### config.mk
export PLATFORM = sky130hd
export DESIGN_NAME = dm_host_loader_flat
export DESIGN_NICKNAME = d
export VERILOG_FILES = /design/src/rtl/dm_host_loader_pkg.sv /design/src/rtl/dm_host_loader_if.sv /design/src/rtl/dm_host_loader_out_buffer.sv /design/src/rtl/dm_host_loader.sv /design/src/flat_wrapper.sv
export SDC_FILE = /design/constraint.sdc
export NUM_CORES = 1
export LEC_CHECK = 0
export CAP_MARGIN = 20
export CELL_PAD_IN_SITES_DETAIL_PLACEMENT = 1
export CELL_PAD_IN_SITES_GLOBAL_PLACEMENT = 2
export CORE_ASPECT_RATIO = 2
export CORE_MARGIN = 5
export CORE_UTILIZATION = 31
export DETAILED_ROUTE_END_ITERATION = 6
export HOLD_SLACK_MARGIN = 0.05
export MAX_ROUTING_LAYER = met4
export PLACE_DENSITY = 0.8
export SLEW_MARGIN = 30
export SYNTH_ARGS = -nofsm -noshare
export SYNTH_HDL_FRONTEND = slang
export SYNTH_SLANG_ARGS = --single-unit
### constraint.sdc
create_clock -name clock -period 3.66 [get_ports clock]
set_clock_uncertainty 0.15 [all_clocks]
set_input_delay 0.732 -clock clock [delete_from_list [all_inputs] [get_ports clock]]
set_output_delay 0.732 -clock clock [all_outputs]
set_load 0.05 [all_outputs]
### src/rtl/dm_host_loader_pkg.sv
`default_nettype none
// ============================================================================
// Module   : dm_host_loader_pkg
// Brief    : Shared constants and the load/run/drain state encoding.
// Revision : 1.0 - initial release
// ============================================================================
package dm_host_loader_pkg;

    localparam int c_dm_addr_w  = 16;
    localparam int c_dm_data_w  = 8;
    localparam int c_proc_bus_w = 24;
    localparam int c_cnt_w      = 32;

    typedef enum logic [2:0] {
        ST_IDLE  = 3'd0,
        ST_LOAD  = 3'd1,
        ST_RUN   = 3'd2,
        ST_DRAIN = 3'd3,
        ST_DONE  = 3'd4
    } state_e;

endpackage
`default_nettype wire

### src/rtl/dm_host_loader_if.sv
`default_nettype none
// ============================================================================
// Module   : dm_host_loader_if
// Brief    : Host load/result streams and the data-memory port.
// Revision : 1.0 - initial release
// ============================================================================
interface dm_host_loader_if
    import dm_host_loader_pkg::*;
#(
    parameter int ADDR_W = c_dm_addr_w,
    parameter int DATA_W = c_dm_data_w
);
    logic              in_valid;
    logic              in_ready;
    logic [DATA_W-1:0] in_data;
    logic              out_valid;
    logic              out_ready;
    logic [DATA_W-1:0] out_data;
    logic [ADDR_W-1:0] dm_addr;
    logic [DATA_W-1:0] dm_wdata;
    logic              dm_we;
    logic              dm_re;
    logic [DATA_W-1:0] dm_rdata;

    // master = host + memory side, slave = the loader
    modport master (
        output in_valid, in_data, out_ready, dm_rdata,
        input  in_ready, out_valid, out_data, dm_addr, dm_wdata, dm_we, dm_re
    );
    modport slave (
        input  in_valid, in_data, out_ready, dm_rdata,
        output in_ready, out_valid, out_data, dm_addr, dm_wdata, dm_we, dm_re
    );
endinterface
`default_nettype wire

### src/rtl/dm_host_loader_out_buffer.sv
`default_nettype none
// ============================================================================
// Module   : dm_out_buffer
// Brief    : 2-entry valid/ready FIFO absorbing the memory read latency.
// Revision : 1.0 - initial release
// ============================================================================
module dm_out_buffer
    import dm_host_loader_pkg::*;
#(
    parameter int DATA_W = c_dm_data_w
) (
    input  logic              clock,
    input  logic              rst,
    input  logic              push,
    input  logic [DATA_W-1:0] push_data,
    output logic              out_valid,
    output logic [DATA_W-1:0] out_data,
    input  logic              out_ready,
    output logic [1:0]        count
);
    logic [DATA_W-1:0] r_mem [2];
    logic              r_wr_ptr;
    logic              r_rd_ptr;
    logic [1:0]        r_count;
    logic              w_pop;

    assign w_pop     = (r_count != 2'd0) & out_ready;
    assign out_valid = (r_count != 2'd0);
    assign out_data  = out_valid ? r_mem[r_rd_ptr] : '0;
    assign count     = r_count;

    always_ff @(posedge clock or negedge rst) begin
        if (!rst) begin
            r_mem[0] <= '0;
            r_mem[1] <= '0;
            r_wr_ptr <= 1'b0;
            r_rd_ptr <= 1'b0;
            r_count  <= 2'd0;
        end else begin
            if (push) begin
                r_mem[r_wr_ptr] <= push_data;
                r_wr_ptr        <= ~r_wr_ptr;
            end
            if (w_pop) begin
                r_rd_ptr <= ~r_rd_ptr;
            end
            case ({push, w_pop})
                2'b10:   r_count <= r_count + 2'd1;
                2'b01:   r_count <= r_count - 2'd1;
                default: r_count <= r_count;
            endcase
        end
    end
endmodule
`default_nettype wire

### src/rtl/dm_host_loader.sv
`default_nettype none
// ============================================================================
// Module   : dm_host_loader
// Brief    : Loads operands into data memory, runs the processor, drains results.
// Revision : 1.0 - initial release
// ============================================================================
module dm_host_loader
    import dm_host_loader_pkg::*;
#(
    parameter int ADDR_W = c_dm_addr_w,
    parameter int DATA_W = c_dm_data_w,
    parameter int CNT_W  = c_cnt_w
) (
    input  logic                    clock,
    input  logic                    rst,
    dm_host_loader_if.slave         bus,
    input  logic                    start,
    input  logic [ADDR_W-1:0]       load_len,
    input  logic [ADDR_W-1:0]       out_base,
    input  logic [ADDR_W-1:0]       out_len,
    output logic                    proc_rst_n,
    input  logic                    proc_dm_en,
    input  logic [ADDR_W-1:0]       proc_ar,
    input  logic [c_proc_bus_w-1:0] proc_bus,
    input  logic                    proc_end,
    output logic [DATA_W-1:0]       proc_dm_out,
    output logic                    busy,
    output logic                    done,
    output logic [CNT_W-1:0]        run_cycles
);
    localparam logic [ADDR_W-1:0] c_addr_one = 1;
    localparam logic [CNT_W-1:0]  c_cnt_one  = 1;

    state_e            r_state;
    state_e            w_next_state;
    logic [ADDR_W-1:0] r_load_len, r_out_base, r_out_len;
    logic [ADDR_W-1:0] r_ld_ptr, r_rd_cnt, r_pop_cnt;
    logic              r_inflight;
    logic              r_done;
    logic [CNT_W-1:0]  r_run_cycles;

    logic              w_start_ok, w_load_acc, w_load_last;
    logic              w_buf_valid, w_pop, w_rd_issue, w_drain_last;
    logic [DATA_W-1:0] w_buf_data;
    logic [1:0]        w_buf_count, w_pending;
    logic              w_unused_bus;

    assign w_unused_bus = ^proc_bus[c_proc_bus_w-1:DATA_W];

    assign w_start_ok  = start & ((r_state == ST_IDLE) | (r_state == ST_DONE));
    assign w_load_acc  = bus.in_valid & (r_state == ST_LOAD);
    assign w_load_last = w_load_acc & ((r_ld_ptr + c_addr_one) == r_load_len);

    // A new read may issue while a slot is free, counting reads still in flight
    assign w_pop        = w_buf_valid & bus.out_ready;
    assign w_pending    = w_buf_count + {1'b0, r_inflight};
    assign w_rd_issue   = (r_state == ST_DRAIN) & (r_rd_cnt != r_out_len) &
                          ((w_pending < 2'd2) | w_pop);
    assign w_drain_last = (r_out_len == '0) | (w_pop & ((r_pop_cnt + c_addr_one) == r_out_len));

    dm_out_buffer #(.DATA_W(DATA_W)) u_out_buffer (
        .clock     (clock),
        .rst       (rst),
        .push      (r_inflight),
        .push_data (bus.dm_rdata),
        .out_valid (w_buf_valid),
        .out_data  (w_buf_data),
        .out_ready (bus.out_ready),
        .count     (w_buf_count)
    );

    assign bus.out_valid = w_buf_valid;
    assign bus.out_data  = w_buf_data;
    assign done          = r_done;
    assign run_cycles    = r_run_cycles;

    always_ff @(posedge clock or negedge rst) begin
        if (!rst) begin
            r_state <= ST_IDLE;
        end else begin
            r_state <= w_next_state;
        end
    end

    always_comb begin
        w_next_state = r_state;
        case (r_state)
            ST_IDLE, ST_DONE: if (start) w_next_state = (load_len == '0) ? ST_RUN : ST_LOAD;
            ST_LOAD:          if (w_load_last) w_next_state = ST_RUN;
            ST_RUN:           if (proc_end) w_next_state = ST_DRAIN;
            ST_DRAIN:         if (w_drain_last) w_next_state = ST_DONE;
            default:          w_next_state = ST_IDLE;
        endcase
    end

    always_comb begin
        bus.in_ready = 1'b0;
        bus.dm_addr  = '0;
        bus.dm_wdata = '0;
        bus.dm_we    = 1'b0;
        bus.dm_re    = 1'b0;
        proc_rst_n   = 1'b0;
        proc_dm_out  = '0;
        busy         = 1'b0;
        case (r_state)
            ST_LOAD: begin
                busy         = 1'b1;
                bus.in_ready = 1'b1;
                bus.dm_addr  = r_ld_ptr;
                bus.dm_wdata = bus.in_data;
                bus.dm_we    = bus.in_valid;
            end
            ST_RUN: begin
                busy         = 1'b1;
                proc_rst_n   = 1'b1;
                bus.dm_addr  = proc_ar;
                bus.dm_wdata = proc_bus[DATA_W-1:0];
                bus.dm_we    = proc_dm_en;
                bus.dm_re    = ~proc_dm_en;
                proc_dm_out  = bus.dm_rdata;
            end
            ST_DRAIN: begin
                busy         = 1'b1;
                bus.dm_addr  = r_out_base + r_rd_cnt;
                bus.dm_re    = w_rd_issue;
            end
            default: begin
                busy         = 1'b0;
            end
        endcase
    end

    always_ff @(posedge clock or negedge rst) begin
        if (!rst) begin
            r_load_len   <= '0;
            r_out_base   <= '0;
            r_out_len    <= '0;
            r_ld_ptr     <= '0;
            r_rd_cnt     <= '0;
            r_pop_cnt    <= '0;
            r_inflight   <= 1'b0;
            r_done       <= 1'b0;
            r_run_cycles <= '0;
        end else begin
            r_inflight <= w_rd_issue;
            if (w_start_ok) begin
                r_load_len   <= load_len;
                r_out_base   <= out_base;
                r_out_len    <= out_len;
                r_ld_ptr     <= '0;
                r_rd_cnt     <= '0;
                r_pop_cnt    <= '0;
                r_done       <= 1'b0;
                r_run_cycles <= '0;
            end
            if (w_load_acc) begin
                r_ld_ptr <= r_ld_ptr + c_addr_one;
            end
            if ((r_state == ST_RUN) && (r_run_cycles != '1)) begin
                r_run_cycles <= r_run_cycles + c_cnt_one;
            end
            if (w_rd_issue) begin
                r_rd_cnt <= r_rd_cnt + c_addr_one;
            end
            if (w_pop) begin
                r_pop_cnt <= r_pop_cnt + c_addr_one;
            end
            if ((r_state == ST_DRAIN) && w_drain_last) begin
                r_done <= 1'b1;
            end
        end
    end
endmodule
`default_nettype wire

### src/flat_wrapper.sv
// flat-port wrapper written by rule: the top's interface ports become plain ports
module dm_host_loader_flat import dm_host_loader_pkg::*;
#(
    parameter int ADDR_W = c_dm_addr_w,
    parameter int DATA_W = c_dm_data_w,
    parameter int CNT_W  = c_cnt_w
)
  (clock, rst, start, load_len, out_base, out_len, proc_rst_n, proc_dm_en, proc_ar, proc_bus, proc_end, proc_dm_out, busy, done, run_cycles, bus_in_valid, bus_in_data, bus_out_ready, bus_dm_rdata, bus_in_ready, bus_out_valid, bus_out_data, bus_dm_addr, bus_dm_wdata, bus_dm_we, bus_dm_re);
  dm_host_loader_if #(.ADDR_W(ADDR_W), .DATA_W(DATA_W)) bus_i ();
  input  logic clock;
  input  logic rst;
  input  logic start;
  input  logic [ADDR_W-1:0] load_len;
  input  logic [ADDR_W-1:0] out_base;
  input  logic [ADDR_W-1:0] out_len;
  output logic proc_rst_n;
  input  logic proc_dm_en;
  input  logic [ADDR_W-1:0] proc_ar;
  input  logic [c_proc_bus_w-1:0] proc_bus;
  input  logic proc_end;
  output logic [DATA_W-1:0] proc_dm_out;
  output logic busy;
  output logic done;
  output logic [CNT_W-1:0] run_cycles;
  input wire logic [$bits(bus_i.in_valid)-1:0] bus_in_valid;
  input wire logic [$bits(bus_i.in_data)-1:0] bus_in_data;
  input wire logic [$bits(bus_i.out_ready)-1:0] bus_out_ready;
  input wire logic [$bits(bus_i.dm_rdata)-1:0] bus_dm_rdata;
  output wire logic [$bits(bus_i.in_ready)-1:0] bus_in_ready;
  output wire logic [$bits(bus_i.out_valid)-1:0] bus_out_valid;
  output wire logic [$bits(bus_i.out_data)-1:0] bus_out_data;
  output wire logic [$bits(bus_i.dm_addr)-1:0] bus_dm_addr;
  output wire logic [$bits(bus_i.dm_wdata)-1:0] bus_dm_wdata;
  output wire logic [$bits(bus_i.dm_we)-1:0] bus_dm_we;
  output wire logic [$bits(bus_i.dm_re)-1:0] bus_dm_re;
  assign bus_i.in_valid = bus_in_valid;
  assign bus_i.in_data = bus_in_data;
  assign bus_i.out_ready = bus_out_ready;
  assign bus_i.dm_rdata = bus_dm_rdata;
  assign bus_in_ready = bus_i.in_ready;
  assign bus_out_valid = bus_i.out_valid;
  assign bus_out_data = bus_i.out_data;
  assign bus_dm_addr = bus_i.dm_addr;
  assign bus_dm_wdata = bus_i.dm_wdata;
  assign bus_dm_we = bus_i.dm_we;
  assign bus_dm_re = bus_i.dm_re;
  dm_host_loader #(.ADDR_W(ADDR_W), .DATA_W(DATA_W), .CNT_W(CNT_W)) u_core (.clock(clock), .rst(rst), .bus(bus_i), .start(start), .load_len(load_len), .out_base(out_base), .out_len(out_len), .proc_rst_n(proc_rst_n), .proc_dm_en(proc_dm_en), .proc_ar(proc_ar), .proc_bus(proc_bus), .proc_end(proc_end), .proc_dm_out(proc_dm_out), .busy(busy), .done(done), .run_cycles(run_cycles));
endmodule
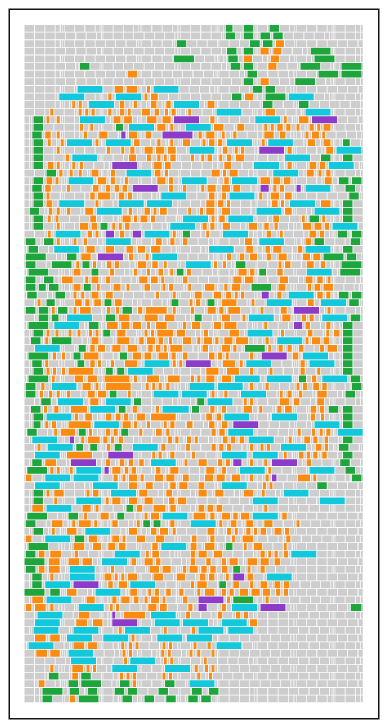
*Cell classes on the final placement, run 1*
Fill, decap, tap and diode cells in gray.
legend:
  all other logic:
    color: orange
    cells: 857
  other buffers and delay cells:
    color: green
    cells: 211
  clock drivers and dummy loads:
    color: purple
    cells: 32
  flip-flops:
    color: cyan
    cells: 153
number of rows in the core area: 89
area of the core region: 0.0293 mm2
post-route standard cell area excluding fillers: 0.0124 mm2
sequential portion of the cell area: 0.308
post-layout util: 0.425

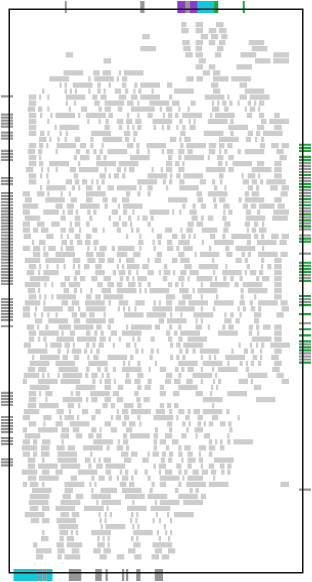
*Pin map, run 1*
Pins as bars across the die edge, other pins in gray.
legend:
  `proc_bus`:
    color: cyan
    pins: 24
    direction: input
    edge: 16 south, 8 north
  `run_cycles`:
    color: green
    pins: 32
    direction: output
    edge: 29 east, 3 north
  `bus_in_data`:
    color: purple
    pins: 8
    direction: input
    edge: north
count of buffers inserted at the top-level ports: 173
horizontal extent of the die: 131 um
die extent in y: 253 um

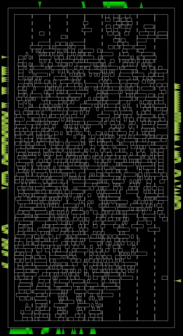
*Placed standard cells, run 1*
final cell count without fillers: 1617
fill cell instance count of the final layout: 3361

run 1: worst max-delay path: stages, from the launching register on:
cell                       delay, ns
sky130_fd_sc_hd__dfrtp_1        0.35
sky130_fd_sc_hd__ha_2           0.21
sky130_fd_sc_hd__inv_2          0.05
sky130_fd_sc_hd__fa_2           0.36
sky130_fd_sc_hd__nor2b_2        0.15
sky130_fd_sc_hd__o31a_1         0.19
sky130_fd_sc_hd__o21ai_2        0.09
sky130_fd_sc_hd__a21oi_2        0.22
sky130_fd_sc_hd__a211oi_2       0.11
sky130_fd_sc_hd__nor4b_2        0.21
sky130_fd_sc_hd__a21oi_1        0.08
sky130_fd_sc_hd__a21oi_2        0.21
sky130_fd_sc_hd__buf_12         0.17
==> summary.txt, run 1 <==
Iteration-0 DRC count of the detailed router: 392
GR Util met3: 0.0382
Path class of the lowest-slack min-delay path: primary input to async pin
Worst Path Class, Setup: flip-flop to output pin
Fraction of synthesis flops using an asynchronous set or reset pin: 1.00
Number of clock buffers in the layout: 18
PwrDens: 874 mW/mm2
Top cells excl fill/tap: sky130_fd_sc_hd__nand2_1, sky130_fd_sc_hd__dfrtp_1, sky130_fd_sc_hd__clkdlybuf4s50_1
Hold_buf cts: 0
Post-synth cell types: 65
Number of flip-flops under the largest register name: 32
Start of the worst register-to-register path: u_core.r_pop_cnt[0]
Clock buffer depth: 2
Met2 layer wire length in the routed design: 15400 um
Latency at later pin: 0.46 ns
Buffers inserted by post-CTS timing repair: 3
Remaining DRCs: 0
Top pwr grp: combinational logic
Internal power: 5.72 mW
Count of inverters not on the clock network in the layout: 25
Final GP Congestion: 0.821
Overall routed net length: 30600 um
Cell kind with the greatest summed area: logic gates
Total negative setup slack: -0.251 ns
Top_reg_cell synth: sky130_fd_sc_hd__dfrtp_1
Switching Power: 5.14 mW
Setup crit start: u_core.r_rd_cnt[0]
Clock network area share: 0.0447
Number of nets in the final layout: 1372
Residual overflow from global routing: 0
Area of the die: 0.0332 mm2
Clock net sink count: 153
Failing checks: negative setup slack
Buffers excl. clock: 211
Worst slack at placement: 0.137 ns
Critical path endpoint: bus_dm_addr[14]
Clock tree root driver cell: sky130_fd_sc_hd__clkbuf_16
Final Critical Period: 3.74 ns
Crit path max fanout: 3
Clock input transition at the sequential cells of the worst setup and hold paths: 0.06 ns
First drt pass iteration count: 4
Switching share of power: 0.473
Layout cell share with drive strength beyond 1: 0.142
Basic Gates by Area: 0.233
Result of the run: finished, violations left
Final number of setup-violating endpoints: 5
Data arrival time of the critical path: 2.85 ns
Synth mux share: 0.0513
Fraction of the cycle the final worst path needs: 1.02
Tightest Pin Transition: 0.807 ns
Vias in the first global route: 9181
Total clock network power: 1.72 mW
Count of library flops with an enable pin: 0
Clock tree from TritonCTS: yes
Clock group share of total power: 0.158
Hold violation total from the final report: 0
OpenROAD warning count: 44
Comb area leader: simple AND/OR/NAND/NOR gates
Part of the total power dissipated in sequential elements: 0.277
Post-detailed-placement half-perimeter wirelength: 23300 um
Mi-comb count: 832
Power attributed to combinational cells: 6.14 mW
Post-layout power: 10.9 mW
Cell resize tally after clock tree synthesis: 27
Most congested layer reported by global routing: met2
Number of nets at floorplan: 1190
RSZ-0062 raised after global routing: yes
Top cell excl fill/tap: sky130_fd_sc_hd__nand2_1
Pin count of the biggest net entering global routing: 57
Area occupied by registers: 0.00383 mm2
Uppermost signal routing layer after detailed routing: met4
R2R depth: 9
Achievable frequency: 0.268 GHz
Proportion of synthesized chip area in sequential cells: 0.419
Share of the final layout cell area in multi-input gates: 0.418
Met2 Track Usage GR: 0.317
Post-synthesis cell area: 0.00913 mm2
Final worst slack: -0.0755 ns
Antenna Nets Post-Route: 0
Count of warnings emitted by yosys: 0
Count of instantiated cells in the yosys netlist: 1058
Synth flops: 153
Total routed wire length on the met1 layer: 13600 um
Area leader share: 0.419
Adder-cell area share of the yosys netlist: 0.0296
FF-to-FF setup slack: 0.38 ns
Critical path required time: 2.78 ns
Worst R2R End: u_core.r_state[1]
Leading area contributor after synthesis: sky130_fd_sc_hd__dfrtp_1
Post-Synth XOR/XNOR Area: 0.0787
Area of the multi-input gates: 0.00519 mm2
Max-cap check violation count: 0
Num ports: 190
==> run 2, diff against run 1 <==
- RECOVER_POWER: default -> 100
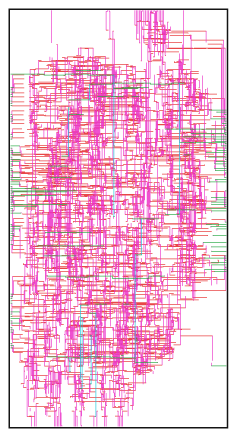
*Metal layers overlaid, run 2*
legend:
  met3:
    color: green
    wire_length: 1300 um
  met2:
    color: magenta
    wire_length: 15500 um
  met4:
    color: cyan
    wire_length: 475 um
  met1:
    color: red
    wire_length: 13400 um

==> run 2 against run 1 <==
  * The flow finishes with violations (max-capacitance violations, max-slew violations, negative setup slack)
  * Combinational power is 4.4% lower
  * Sequential share of layout area is 0.58 points higher
  * Total power is 2.5% lower
  * Synthesized area stayed put
  * Die area stayed put
  * Register-to-register slack worse by 0.17 ns
  * Fmax hardly changed
  * Largest power group unchanged
  * Highest routed layer unchanged
==> summary.txt, run 2 <==
Result of the run: finished, violations left (unchanged)
Failing checks: max-capacitance violations, max-slew violations, negative setup slack (was negative setup slack)
Final Critical Period: 3.74 ns (about the same)
Number of nets in the final layout: 1372 (unchanged)
Hold_buf cts: 0 (unchanged)
Sequential portion of the cell area: 0.314 (was 0.308)
Top cell excl fill/tap: sky130_fd_sc_hd__nand2_1 (unchanged)
Post-route standard cell area excluding fillers: 0.0122 mm2 (was 0.0124 mm2)
Count of buffers inserted at the top-level ports: 173 (unchanged)
Iteration-0 DRC count of the detailed router: 360 (was 392)
Clock tree from TritonCTS: yes (unchanged)
Cell kind with the greatest summed area: logic gates (unchanged)
Final number of setup-violating endpoints: 5 (unchanged)
Hold violation total from the final report: 0 (unchanged)
Count of inverters not on the clock network in the layout: 25 (unchanged)
Area of the die: 0.0332 mm2 (unchanged)
Adder-cell area share of the yosys netlist: 0.0296 (unchanged)
Met2 Track Usage GR: 0.317 (unchanged)
Post-synth cell types: 65 (unchanged)
Met2 layer wire length in the routed design: 15500 um (was 15400 um)
Worst Path Class, Setup: flip-flop to output pin (unchanged)
Latency at later pin: 0.46 ns (about the same)
Count of warnings emitted by yosys: 0 (unchanged)
Final cell count without fillers: 1617 (unchanged)
R2R depth: 9 (unchanged)
Setup crit start: u_core.r_rd_cnt[0] (unchanged)
Final GP Congestion: 0.821 (unchanged)
Start of the worst register-to-register path: u_core.r_pop_cnt[0] (unchanged)
Total clock network power: 1.72 mW (about the same)
Post-layout power: 10.6 mW (was 10.9 mW)
Clock buffer depth: 2 (unchanged)
Slowest Stage Delay on Critical Path: 0.36 ns (about the same)
Count of library flops with an enable pin: 0 (unchanged)
Synth mux share: 0.0513 (unchanged)
Post-synthesis cell area: 0.00913 mm2 (unchanged)
RSZ-0062 raised after global routing: yes (unchanged)
Max-cap check violation count: 1 (was 0)
Share of the final layout cell area in multi-input gates: 0.424 (was 0.418)
Top cells excl fill/tap: sky130_fd_sc_hd__nand2_1, sky130_fd_sc_hd__dfrtp_1, sky130_fd_sc_hd__clkdlybuf4s50_1 (unchanged)
Synth flops: 153 (unchanged)
Slowest-stage cell, CP: sky130_fd_sc_hd__fa_2 (unchanged)
Area of the core region: 0.0293 mm2 (unchanged)
Logic depth of the worst setup path including buffers: 12 (unchanged)
Count of instantiated cells in the yosys netlist: 1058 (unchanged)
Die extent in y: 253 um (unchanged)
Cell class contributing the biggest share of worst-path delay: AND-OR/OR-AND gates (unchanged)
FF-to-FF setup slack: 0.21 ns (was 0.38 ns)
Overall routed net length: 30700 um (was 30600 um)
Area occupied by registers: 0.00383 mm2 (unchanged)
Antenna Nets Post-Route: 0 (unchanged)
Remaining DRCs: 0 (unchanged)
Clock net sink count: 153 (unchanged)
Comb area leader: simple AND/OR/NAND/NOR gates (unchanged)
Total negative setup slack: -0.256 ns (was -0.251 ns)
Post-Synth XOR/XNOR Area: 0.0787 (unchanged)
Number of nets at floorplan: 1190 (unchanged)
Layout cell share with drive strength beyond 1: 0.131 (was 0.142)
Uppermost signal routing layer after detailed routing: met4 (unchanged)
Power attributed to combinational cells: 5.87 mW (was 6.14 mW)
GR Util met3: 0.0382 (unchanged)
Basic Gates by Area: 0.233 (unchanged)
Tightest Pin Transition: 1.59 ns (was 0.807 ns)
Post-detailed-placement half-perimeter wirelength: 23300 um (unchanged)
Fraction of the cycle the final worst path needs: 1.02 (about the same)
OpenROAD warning count: 44 (unchanged)
Number of flip-flops under the largest register name: 32 (unchanged)
Fraction of synthesis flops using an asynchronous set or reset pin: 1.00 (unchanged)
Switching share of power: 0.482 (was 0.473)
Most congested layer reported by global routing: met2 (unchanged)
Critical path endpoint: bus_dm_addr[14] (unchanged)
Buffer-and-inverter tally for the worst setup path: 2 (unchanged)
Residual overflow from global routing: 0 (unchanged)
Number of clock buffers in the layout: 18 (unchanged)
Final worst slack: -0.0751 ns (was -0.0755 ns)
Buffers excl. clock: 211 (unchanged)
Horizontal extent of the die: 131 um (unchanged)
Clock input transition at the sequential cells of the worst setup and hold paths: 0.06 ns (about the same)
Mi-comb count: 832 (unchanged)
Top cell by count, worst path: sky130_fd_sc_hd__a21oi_2 (unchanged)
Post-layout util: 0.417 (was 0.425)
Clock tree root driver cell: sky130_fd_sc_hd__clkbuf_16 (unchanged)
Switching Power: 5.11 mW (was 5.14 mW)
Critical path required time: 2.78 ns (about the same)
Proportion of synthesized chip area in sequential cells: 0.419 (unchanged)
Number of rows in the core area: 89 (unchanged)
Area of the multi-input gates: 0.00517 mm2 (was 0.00519 mm2)
Max-slew violations: 57 (was 0)
Internal power: 5.48 mW (was 5.72 mW)
Top_reg_cell synth: sky130_fd_sc_hd__dfrtp_1 (unchanged)
Part of the total power dissipated in sequential elements: 0.284 (was 0.277)
Worst slack at placement: 0.137 ns (unchanged)
First drt pass iteration count: 4 (unchanged)
Leading area contributor after synthesis: sky130_fd_sc_hd__dfrtp_1 (unchanged)
==> run 2: cell counts after synthesis <==
No cell type changed its count.
==> run 2: worst reg2reg max path, cell delays in order, from the launching register on <==
cell and delay [ns]:
sky130_fd_sc_hd__dfrtp_1 0.50, sky130_fd_sc_hd__ha_1 0.35, sky130_fd_sc_hd__inv_1 0.15, sky130_fd_sc_hd__or3_1 0.42, sky130_fd_sc_hd__or4b_1 0.53, sky130_fd_sc_hd__o21ai_0 0.12, sky130_fd_sc_hd__o2111ai_1 0.17, sky130_fd_sc_hd__o31ai_1 0.54
sky130_fd_sc_hd__a21o_1 0.22, sky130_fd_sc_hd__a21bo_1 0.20
Power is estimated from default activity; no workload was simulated.
